Wire density map:
The die is cut into 16 by 16 equal tiles; white is low, dark blue is high, scaled to the fullest tile. Values are wire area over tile area, all layers added.
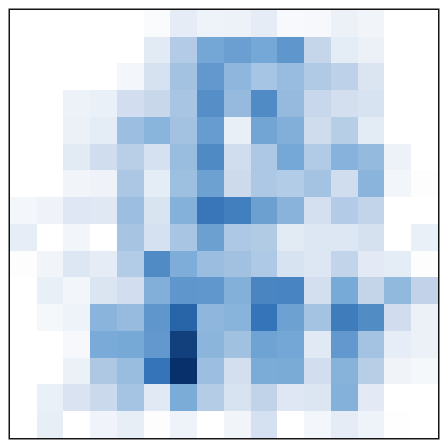
The clock network:
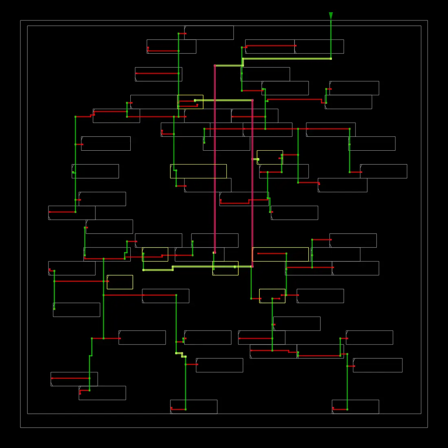
Pin placement:
Scale bar: 20 um. Pins as bars across the die edge, other pins in grey.
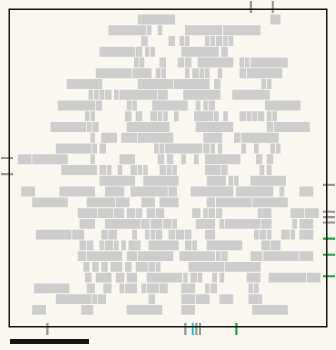
A small window of the routed layout:
Scale bar: 5 um. Window x 30 to 50, y 46 to 66 um. Cells in grey, sequential cells in the stronger grey; small squares are vias.
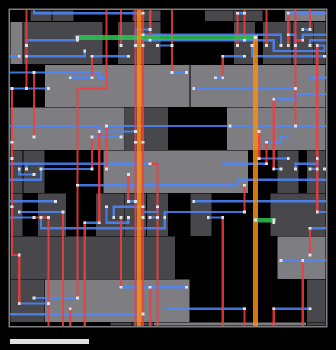
Logic cells by family:
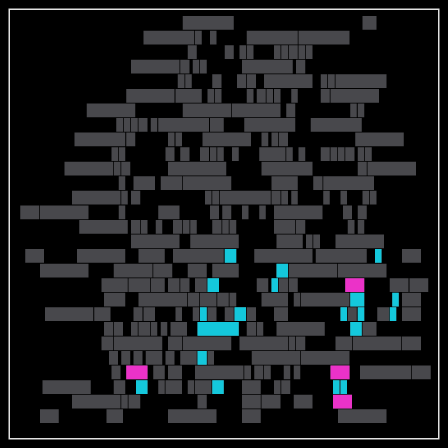
`src/rtl/dp_tap_ctrl_if.sv`:
```
// JTAG pin and boundary-scan chain signals of the oversampled TAP controller.
// The controller connects through the master modport; pins and chain through the slave modport.
interface dp_tap_ctrl_if #(
  parameter int unsigned ir_width = 4
);
  logic                tck;
  logic                tms;
  logic                tdi;
  logic                tdo;
  logic                tdo_en;
  logic                bsr_tdi;
  logic                bsr_tdo;
  logic                shift_dr;
  logic                clk_dr;
  logic                update_dr;
  logic                mode;
  logic [ir_width-1:0] ir_out;

  modport master (
    input  tck, tms, tdi, bsr_tdo,
    output tdo, tdo_en, bsr_tdi, shift_dr, clk_dr, update_dr, mode, ir_out
  );

  modport slave (
    output tck, tms, tdi, bsr_tdo,
    input  tdo, tdo_en, bsr_tdi, shift_dr, clk_dr, update_dr, mode, ir_out
  );
endinterface

```
`src/rtl/dp_tap_ctrl.sv`:
```
// Oversampled 1149.1 TAP controller: pin synchronisers, 16-state TAP FSM,
// instruction register, BYPASS/IDCODE registers and boundary-scan chain control.
module dp_tap_ctrl #(
  parameter int unsigned         ir_width    = 4,
  parameter logic [31:0]         idcode_val  = 32'h1234_5677,
  parameter logic [ir_width-1:0] extest_code = ir_width'(0),
  parameter logic [ir_width-1:0] sample_code = ir_width'(1),
  parameter logic [ir_width-1:0] idcode_code = ir_width'(2)
) (
  input  logic           iclk,
  input  logic           resetn,
  dp_tap_ctrl_if.master  bus
);

  typedef enum logic [3:0] {
    TLR    = 4'd0,
    RTI    = 4'd1,
    SEL_DR = 4'd2,
    CAP_DR = 4'd3,
    SH_DR  = 4'd4,
    EX1_DR = 4'd5,
    PAU_DR = 4'd6,
    EX2_DR = 4'd7,
    UPD_DR = 4'd8,
    SEL_IR = 4'd9,
    CAP_IR = 4'd10,
    SH_IR  = 4'd11,
    EX1_IR = 4'd12,
    PAU_IR = 4'd13,
    EX2_IR = 4'd14,
    UPD_IR = 4'd15
  } tap_state_e;

  logic tck_s1, tck_s2, tck_s3;
  logic tms_s1, tms_s2;
  logic tdi_s1, tdi_s2;
  logic tck_rise, tck_fall;

  tap_state_e state, state_next;

  logic in_cap_dr, in_sh_dr, in_upd_dr;
  logic in_cap_ir, in_sh_ir, in_upd_ir;
  logic chain_sel, idcode_sel;
  logic clk_dr_c, update_dr_c;

  logic [ir_width-1:0] ir_q;
  logic [ir_width-1:0] ir_sr;
  logic                bypass_q;
  logic [31:0]         idcode_sr;
  logic                tdo_q, tdo_en_q, shift_dr_q;

  // Two-flop synchronisers; the third tck flop gives edge detection
  always_ff @(posedge iclk or negedge resetn) begin
    if (!resetn) begin
      tck_s1 <= 1'b0;
      tck_s2 <= 1'b0;
      tck_s3 <= 1'b0;
      tms_s1 <= 1'b0;
      tms_s2 <= 1'b0;
      tdi_s1 <= 1'b0;
      tdi_s2 <= 1'b0;
    end else begin
      tck_s1 <= bus.tck;
      tck_s2 <= tck_s1;
      tck_s3 <= tck_s2;
      tms_s1 <= bus.tms;
      tms_s2 <= tms_s1;
      tdi_s1 <= bus.tdi;
      tdi_s2 <= tdi_s1;
    end
  end

  assign tck_rise = tck_s2 & ~tck_s3;
  assign tck_fall = ~tck_s2 & tck_s3;

  // TAP state register
  always_ff @(posedge iclk or negedge resetn) begin
    if (!resetn) begin
      state <= TLR;
    end else if (tck_rise) begin
      state <= state_next;
    end
  end

  // TAP next-state table
  always_comb begin
    state_next = state;
    unique case (state)
      TLR:    state_next = tms_s2 ? TLR    : RTI;
      RTI:    state_next = tms_s2 ? SEL_DR : RTI;
      SEL_DR: state_next = tms_s2 ? SEL_IR : CAP_DR;
      CAP_DR: state_next = tms_s2 ? EX1_DR : SH_DR;
      SH_DR:  state_next = tms_s2 ? EX1_DR : SH_DR;
      EX1_DR: state_next = tms_s2 ? UPD_DR : PAU_DR;
      PAU_DR: state_next = tms_s2 ? EX2_DR : PAU_DR;
      EX2_DR: state_next = tms_s2 ? UPD_DR : SH_DR;
      UPD_DR: state_next = tms_s2 ? SEL_DR : RTI;
      SEL_IR: state_next = tms_s2 ? TLR    : CAP_IR;
      CAP_IR: state_next = tms_s2 ? EX1_IR : SH_IR;
      SH_IR:  state_next = tms_s2 ? EX1_IR : SH_IR;
      EX1_IR: state_next = tms_s2 ? UPD_IR : PAU_IR;
      PAU_IR: state_next = tms_s2 ? EX2_IR : PAU_IR;
      EX2_IR: state_next = tms_s2 ? UPD_IR : SH_IR;
      UPD_IR: state_next = tms_s2 ? SEL_DR : RTI;
      default: state_next = TLR;
    endcase
  end

  // State decode and chain strobes
  always_comb begin
    in_cap_dr   = 1'b0;
    in_sh_dr    = 1'b0;
    in_upd_dr   = 1'b0;
    in_cap_ir   = 1'b0;
    in_sh_ir    = 1'b0;
    in_upd_ir   = 1'b0;
    clk_dr_c    = 1'b0;
    update_dr_c = 1'b0;
    unique case (state)
      CAP_DR:  in_cap_dr = 1'b1;
      SH_DR:   in_sh_dr  = 1'b1;
      UPD_DR:  in_upd_dr = 1'b1;
      CAP_IR:  in_cap_ir = 1'b1;
      SH_IR:   in_sh_ir  = 1'b1;
      UPD_IR:  in_upd_ir = 1'b1;
      default: ;
    endcase
    if (chain_sel && tck_rise && (in_cap_dr || in_sh_dr)) begin
      clk_dr_c = 1'b1;
    end
    if (chain_sel && tck_fall && in_upd_dr) begin
      update_dr_c = 1'b1;
    end
  end

  assign chain_sel  = (ir_q == extest_code) || (ir_q == sample_code);
  assign idcode_sel = (ir_q == idcode_code);

  // Instruction shift register and active instruction
  always_ff @(posedge iclk or negedge resetn) begin
    if (!resetn) begin
      ir_sr <= '0;
      ir_q  <= idcode_code;
    end else begin
      if (tck_rise && in_cap_ir) begin
        ir_sr <= ir_width'(1);
      end else if (tck_rise && in_sh_ir) begin
        ir_sr <= {tdi_s2, ir_sr[ir_width-1:1]};
      end
      if (tck_rise && (state_next == TLR)) begin
        ir_q <= idcode_code;
      end else if (tck_fall && in_upd_ir) begin
        ir_q <= ir_sr;
      end
    end
  end

  // BYPASS and IDCODE data registers
  always_ff @(posedge iclk or negedge resetn) begin
    if (!resetn) begin
      bypass_q  <= 1'b0;
      idcode_sr <= idcode_val;
    end else if (tck_rise && in_cap_dr) begin
      bypass_q  <= 1'b0;
      idcode_sr <= idcode_val;
    end else if (tck_rise && in_sh_dr) begin
      bypass_q  <= tdi_s2;
      idcode_sr <= {tdi_s2, idcode_sr[31:1]};
    end
  end

  // TDO launch on the falling tck edge; shift_dr tracks SH_DR one iclk late
  always_ff @(posedge iclk or negedge resetn) begin
    if (!resetn) begin
      tdo_q      <= 1'b0;
      tdo_en_q   <= 1'b0;
      shift_dr_q <= 1'b0;
    end else begin
      shift_dr_q <= in_sh_dr;
      if (tck_fall) begin
        if (in_sh_dr) begin
          tdo_en_q <= 1'b1;
          if (chain_sel) begin
            tdo_q <= bus.bsr_tdo;
          end else if (idcode_sel) begin
            tdo_q <= idcode_sr[0];
          end else begin
            tdo_q <= bypass_q;
          end
        end else if (in_sh_ir) begin
          tdo_en_q <= 1'b1;
          tdo_q    <= ir_sr[0];
        end else begin
          tdo_en_q <= 1'b0;
          tdo_q    <= 1'b0;
        end
      end
    end
  end

  assign bus.tdo       = tdo_q;
  assign bus.tdo_en    = tdo_en_q;
  assign bus.bsr_tdi   = tdi_s2;
  assign bus.shift_dr  = shift_dr_q;
  assign bus.clk_dr    = clk_dr_c;
  assign bus.update_dr = update_dr_c;
  assign bus.mode      = (ir_q == extest_code);
  assign bus.ir_out    = ir_q;

endmodule

```
`src/flat_wrapper.sv`:
```
// flat-port wrapper written by rule: the top's interface ports become plain ports
module dp_tap_ctrl_flat 
#(
  parameter int unsigned         ir_width    = 4,
  parameter logic [31:0]         idcode_val  = 32'h1234_5677,
  parameter logic [ir_width-1:0] extest_code = ir_width'(0),
  parameter logic [ir_width-1:0] sample_code = ir_width'(1),
  parameter logic [ir_width-1:0] idcode_code = ir_width'(2)
)
  (iclk, resetn, bus_tck, bus_tms, bus_tdi, bus_bsr_tdo, bus_tdo, bus_tdo_en, bus_bsr_tdi, bus_shift_dr, bus_clk_dr, bus_update_dr, bus_mode, bus_ir_out);
  dp_tap_ctrl_if #(.ir_width(ir_width)) bus_i ();
  input  logic iclk;
  input  logic resetn;
  input wire logic [$bits(bus_i.tck)-1:0] bus_tck;
  input wire logic [$bits(bus_i.tms)-1:0] bus_tms;
  input wire logic [$bits(bus_i.tdi)-1:0] bus_tdi;
  input wire logic [$bits(bus_i.bsr_tdo)-1:0] bus_bsr_tdo;
  output wire logic [$bits(bus_i.tdo)-1:0] bus_tdo;
  output wire logic [$bits(bus_i.tdo_en)-1:0] bus_tdo_en;
  output wire logic [$bits(bus_i.bsr_tdi)-1:0] bus_bsr_tdi;
  output wire logic [$bits(bus_i.shift_dr)-1:0] bus_shift_dr;
  output wire logic [$bits(bus_i.clk_dr)-1:0] bus_clk_dr;
  output wire logic [$bits(bus_i.update_dr)-1:0] bus_update_dr;
  output wire logic [$bits(bus_i.mode)-1:0] bus_mode;
  output wire logic [$bits(bus_i.ir_out)-1:0] bus_ir_out;
  assign bus_i.tck = bus_tck;
  assign bus_i.tms = bus_tms;
  assign bus_i.tdi = bus_tdi;
  assign bus_i.bsr_tdo = bus_bsr_tdo;
  assign bus_tdo = bus_i.tdo;
  assign bus_tdo_en = bus_i.tdo_en;
  assign bus_bsr_tdi = bus_i.bsr_tdi;
  assign bus_shift_dr = bus_i.shift_dr;
  assign bus_clk_dr = bus_i.clk_dr;
  assign bus_update_dr = bus_i.update_dr;
  assign bus_mode = bus_i.mode;
  assign bus_ir_out = bus_i.ir_out;
  dp_tap_ctrl #(.ir_width(ir_width), .idcode_val(idcode_val), .extest_code(extest_code), .sample_code(sample_code), .idcode_code(idcode_code)) u_core (.iclk(iclk), .resetn(resetn), .bus(bus_i));
endmodule
```
`config.mk`:
```
export PLATFORM = sky130hd
export DESIGN_NAME = dp_tap_ctrl_flat
export DESIGN_NICKNAME = d
export VERILOG_FILES = /design/src/rtl/dp_tap_ctrl_if.sv /design/src/rtl/dp_tap_ctrl.sv /design/src/flat_wrapper.sv
export SDC_FILE = /design/constraint.sdc
export NUM_CORES = 1
export LEC_CHECK = 0
export CORE_UTILIZATION = 40
export CTS_CLUSTER_DIAMETER = 100
export DETAILED_ROUTE_END_ITERATION = 8
export GPL_TIMING_DRIVEN = 0
export PLACE_DENSITY = 0.63
export SETUP_SLACK_MARGIN = 0.4
export SLEW_MARGIN = 20
export SYNTH_ARGS = -nofsm -noshare
export SYNTH_HDL_FRONTEND = slang
export SYNTH_SLANG_ARGS = --single-unit
```
`constraint.sdc`:
```
create_clock -name iclk -period 4 [get_ports iclk]
set_input_delay 0.6 -clock iclk [delete_from_list [all_inputs] [get_ports iclk]]
set_output_delay 0.6 -clock iclk [all_outputs]
set_load 0.03 [all_outputs]
```
==> results.txt <==
flow finished, numbers: outcome=complete, no violations, most frequently used flop master after synthesis=sky130_fd_sc_hd__dfrtp_1, Post-Place Worst Slack=1.16 ns, post-CTS clock slew at the launch and capture registers of the worst setup and hold paths=0.10 ns, nature of the critical path endpoint=output pin, iteration-0 DRC count of the detailed router=111, commonest non-fill, non-tap cells in the layout=sky130_fd_sc_hd__nand2_1 (77), sky130_fd_sc_hd__dfrtp_1 (38), sky130_fd_sc_hd__o21ai_0 (20), cells after synthesis=250, worst setup path end=bus_clk_dr, Post-CTS Hold Fix Bufs=0, number of diodes added for antenna fixing=0, count of port buffers added during placement=16, Adder Area Share=0, die outline area=6390 um^2, Hold Fails Final Rpt=0, and-or/or-and share of the synthesized area=0.118, Comb gate area=930 um^2, area of the placeable core=5890 um^2, number of stages on the worst setup path=6, post-detailed-route count of antenna-violating nets=0, P_sw=568 uW, Post-Route Hold Slack=0.315 ns, most frequently placed logic cell in the final layout=sky130_fd_sc_hd__nand2_1, first-pass GRT wire length=7970 um, proportion of power drawn by flip-flops and latches=0.445, Max Fclk=315 MHz, fraction of power spent switching nets=0.323, Layout fillers=553, sequential cell area=1370 um^2, type of element launching the critical path=flip-flop, slack of the worst reg-to-reg path=2.14 ns, maximum ir drop on the vdd rail=0.240 mV, number of synthesized flops with an enable pin=0, Final Power=1.76 mW, share of flip-flops with an asynchronous set or reset after synthesis=1.00, Post-CTS Repair Setup Buffers=0, Final Skew=0.00987 ns, required arrival time at the worst endpoint=3.40 ns, clock root buffer=sky130_fd_sc_hd__clkbuf_8, Residual DRC=0, prevailing logic family in the synthesized netlist=simple AND/OR/NAND/NOR gates, net count entering floorplan=256, Die Wd=79.9 um, Mux area share=0.0170, launch point of the worst reg-to-reg path=u_core.tck_s2, Gates resized, CTS repair=0, Detailed Route WL=4570 um, I/O pin count=17, total instance count after detailed placement=341, endpoints failing setup=0, Final Worst Setup Slack=0.826 ns, Tool Warnings=26, worst-path cell with the longest stage delay=sky130_fd_sc_hd__clkdlybuf4s50_1, Post-Synth XOR/XNOR Area=0.00721, number of nets in the layout=279, number of global-route vias before repair=1,644, number of antenna violations at the first check in global routing=0, relative max-transition margin=0.544, maximum clock insertion buffer count=2, cells along the critical path=buf_2 -> or3b_4 -> a211o_2 -> buf_6 -> nor2_1 -> clkdlybuf4s50_1, final instance area=2820 um^2, height of the chip=79.9 um, Pre-Repair DR Iteration Count=4, buffer-and-inverter tally for the worst setup path=3, mapped cell area=2430 um^2, flop and latch count out of synthesis=54, Yosys Chip Area=2430 um^2, Layout Utilization=0.480, portion of total power attributed to the clock network=0.251, average wire per cell in the routed design=13.1 um, Synth Warn #=0, total global routing track utilization=0.163, synthesis-to-layout area growth=16.2%, Post-Syn Area per Cell=9.72 um^2, post-synthesis cell count from yosys=250, fin cells=349, total half-perimeter wirelength after legalization and detailed placement=3130 um, Worst Reg2Reg Path Length in Cells=4, pwr dens=623 nW/um^2, worst hold-check path type=input pin to async pin, synth unique cells=45, Starting Density=0.413, Worst-Margin Slew=0.677 ns, fraction of layout instances using a drive strength above 1=0.161, internal power summed over all cells=1.19 mW, max-slew violations=0, worst endpoint data arrival time=2.57 ns, TNS Setup=0 ns, origin of the worst setup path=u_core.state[0], peak per-stage delay on the critical path=0.67 ns, unrepaired setup endpoints after global routing=false, average vias per placed instance=5.10, simple share=0.240, overall overflow remaining after global route=0, placer's final routability congestion estimate=0.870, capture point of the worst reg-to-reg path=u_core.bus.ir_out[3], clock tree from TritonCTS=done, combinational fraction of design power=0.303, Largest delay share family, worst path=buffers and inverters, MaxCap Viol Count=0, CTS H-tree depth=2, total number of vias=1,779, static leakage=1.29 nW, largest net degree at the start of global routing=55, instance area at placement=2680 um^2, type of the setup path with the least slack=flip-flop to output pin, part of the Yosys area used for sequential elements=0.564, clock insertion delay at the later pin of the skew report=0.31 ns, period utilization=0.794, num rows=28, Worst Path Max Fanout=10, post-layout minimum cycle time=3.17 ns
Back to the opening pictures, 'wire density map':
The fullest tile reaches 0.47. The mean over all tiles is 0.11. The emptiest ninth of the die: north-west. 22% of the tiles are nearly empty. 14% of the tiles are over half the peak.

Back to the opening pictures, 'the clock network':
number of buffers created by CTS: 5
sink count of the clock tree: 54
clock network power: 442 uW
number of clock-tree buffers in the layout: 6
Seq cells: 54

Back to the opening pictures, 'pin placement':
Key: bus_bsr_tdi = cyan [pins 1, direction output, edge south]; bus_ir_out = green [pins 4, direction output, edge 3 east, 1 south]

Back to the opening pictures, 'a small window of the routed layout':
Key: met2 = red; met4 = orange; met3 = green; met1 = blue
26 logic cells have their middle in the window. Netlist names of flops here include u_core.idcode_sr (6). Most frequent: nand2_1 (11), dfrtp_1 (4). Sequential cells in the window: 6.

Back to the opening pictures, 'logic cells by family':
Key: multiplexers = magenta [cells 4]; NOR gates = cyan [cells 19]

-- state kept, by name, summed over array words and instances (netlist names) --
| register | count |
|---|---|
| u_core.tck_s3 | 1 |
| u_core.bus.shift_dr | 1 |
| u_core.tdi_s1 | 1 |
| u_core.bus.tdo_en | 1 |
| u_core.ir_sr | 4 |
| u_core.bus.ir_out | 4 |
| u_core.bus.bsr_tdi | 1 |
| u_core.state | 4 |
| u_core.tck_s1 | 1 |
| u_core.tms_s2 | 1 |
| u_core.bus.tdo | 1 |
| u_core.idcode_sr | 32 |
| u_core.tck_s2 | 1 |
| u_core.tms_s1 | 1 |
-- cells in the mapped netlist, types with 2 or more instances --
cell,count,area [um^2]
sky130_fd_sc_hd__nand3_1,18,90.1
sky130_fd_sc_hd__nand2_1,77,289
sky130_fd_sc_hd__o21ai_1,5,25.0
sky130_fd_sc_hd__buf_6,5,56.3
sky130_fd_sc_hd__inv_1,2,7.51
sky130_fd_sc_hd__nand2b_1,5,31.3
sky130_fd_sc_hd__nor4_1,2,12.5
sky130_fd_sc_hd__clkbuf_1,3,11.3
sky130_fd_sc_hd__buf_2,3,15.0
sky130_fd_sc_hd__a31oi_1,2,12.5
sky130_fd_sc_hd__o21ai_0,20,100
sky130_fd_sc_hd__dfrtp_1,38,951
sky130_fd_sc_hd__dfstp_2,16,420
sky130_fd_sc_hd__a21oi_1,6,30.0
sky130_fd_sc_hd__o311ai_0,2,17.5
sky130_fd_sc_hd__clkbuf_8,2,27.5
sky130_fd_sc_hd__mux2i_1,3,30.0
sky130_fd_sc_hd__nor2_1,9,33.8
sky130_fd_sc_hd__nor2b_1,5,31.3
sky130_fd_sc_hd__a22oi_1,2,15.0
-- cells by family (layout without fill, tap and decap cells) --
kind of cell	after synthesis	in the layout
AOI/OAI and AO/OA	46	46
xor gates and xnor gates	2	2
buffers and inverters	17	41
DFF	54	54
muxes	4	4
and+or+nand+nor	127	127
-- how the worst min path moves through the flow --
stage | start | to
2_1_floorplan | resetn | u_core.bus.bsr_tdi
3_3_place_gp | u_core.tck_s1 | u_core.tck_s2
3_5_place_dp | u_core.tdi_s1 | u_core.bus.bsr_tdi
4_1_cts | resetn | u_core.idcode_sr[13]
5_1_grt | u_core.tdi_s1 | u_core.bus.bsr_tdi
6_report | resetn | u_core.idcode_sr[11]
-- area by class of cell --
type,instances,area share
tap,75,0.0332
clock inverter,2,0.0213
inverter,2,0.00266
clock buffer,6,0.0292
multi-input combinational,179,0.329
buffer,15,0.0430
sequential,54,0.486
timing repair buffer,16,0.0558
-- power groups by stage --
stage / registers [mW] / logic (mW) / clock network [mW]
after floorplan: 0.801 / 0.379 / 0
after global placement: 0.792 / 0.528 / 0
after detailed placement: 0.794 / 0.535 / 0
after CTS: 0.785 / 0.536 / 0.454
after global routing: 0.802 / 0.596 / 0.473
final: 0.784 / 0.534 / 0.442
-- per-layer routing --
metal / track usage / part of all wire / vias to the layer above
li1: - / - / 889
met1: 0.230 / 0.51 / 857
met2: 0.247 / 0.45 / 28
met3: 0.0274 / 0.030 / 5
met4: 0.0661 / 0.015 / 0
met5: 0 / 0 / -
Power and IR drop assume default switching activity.
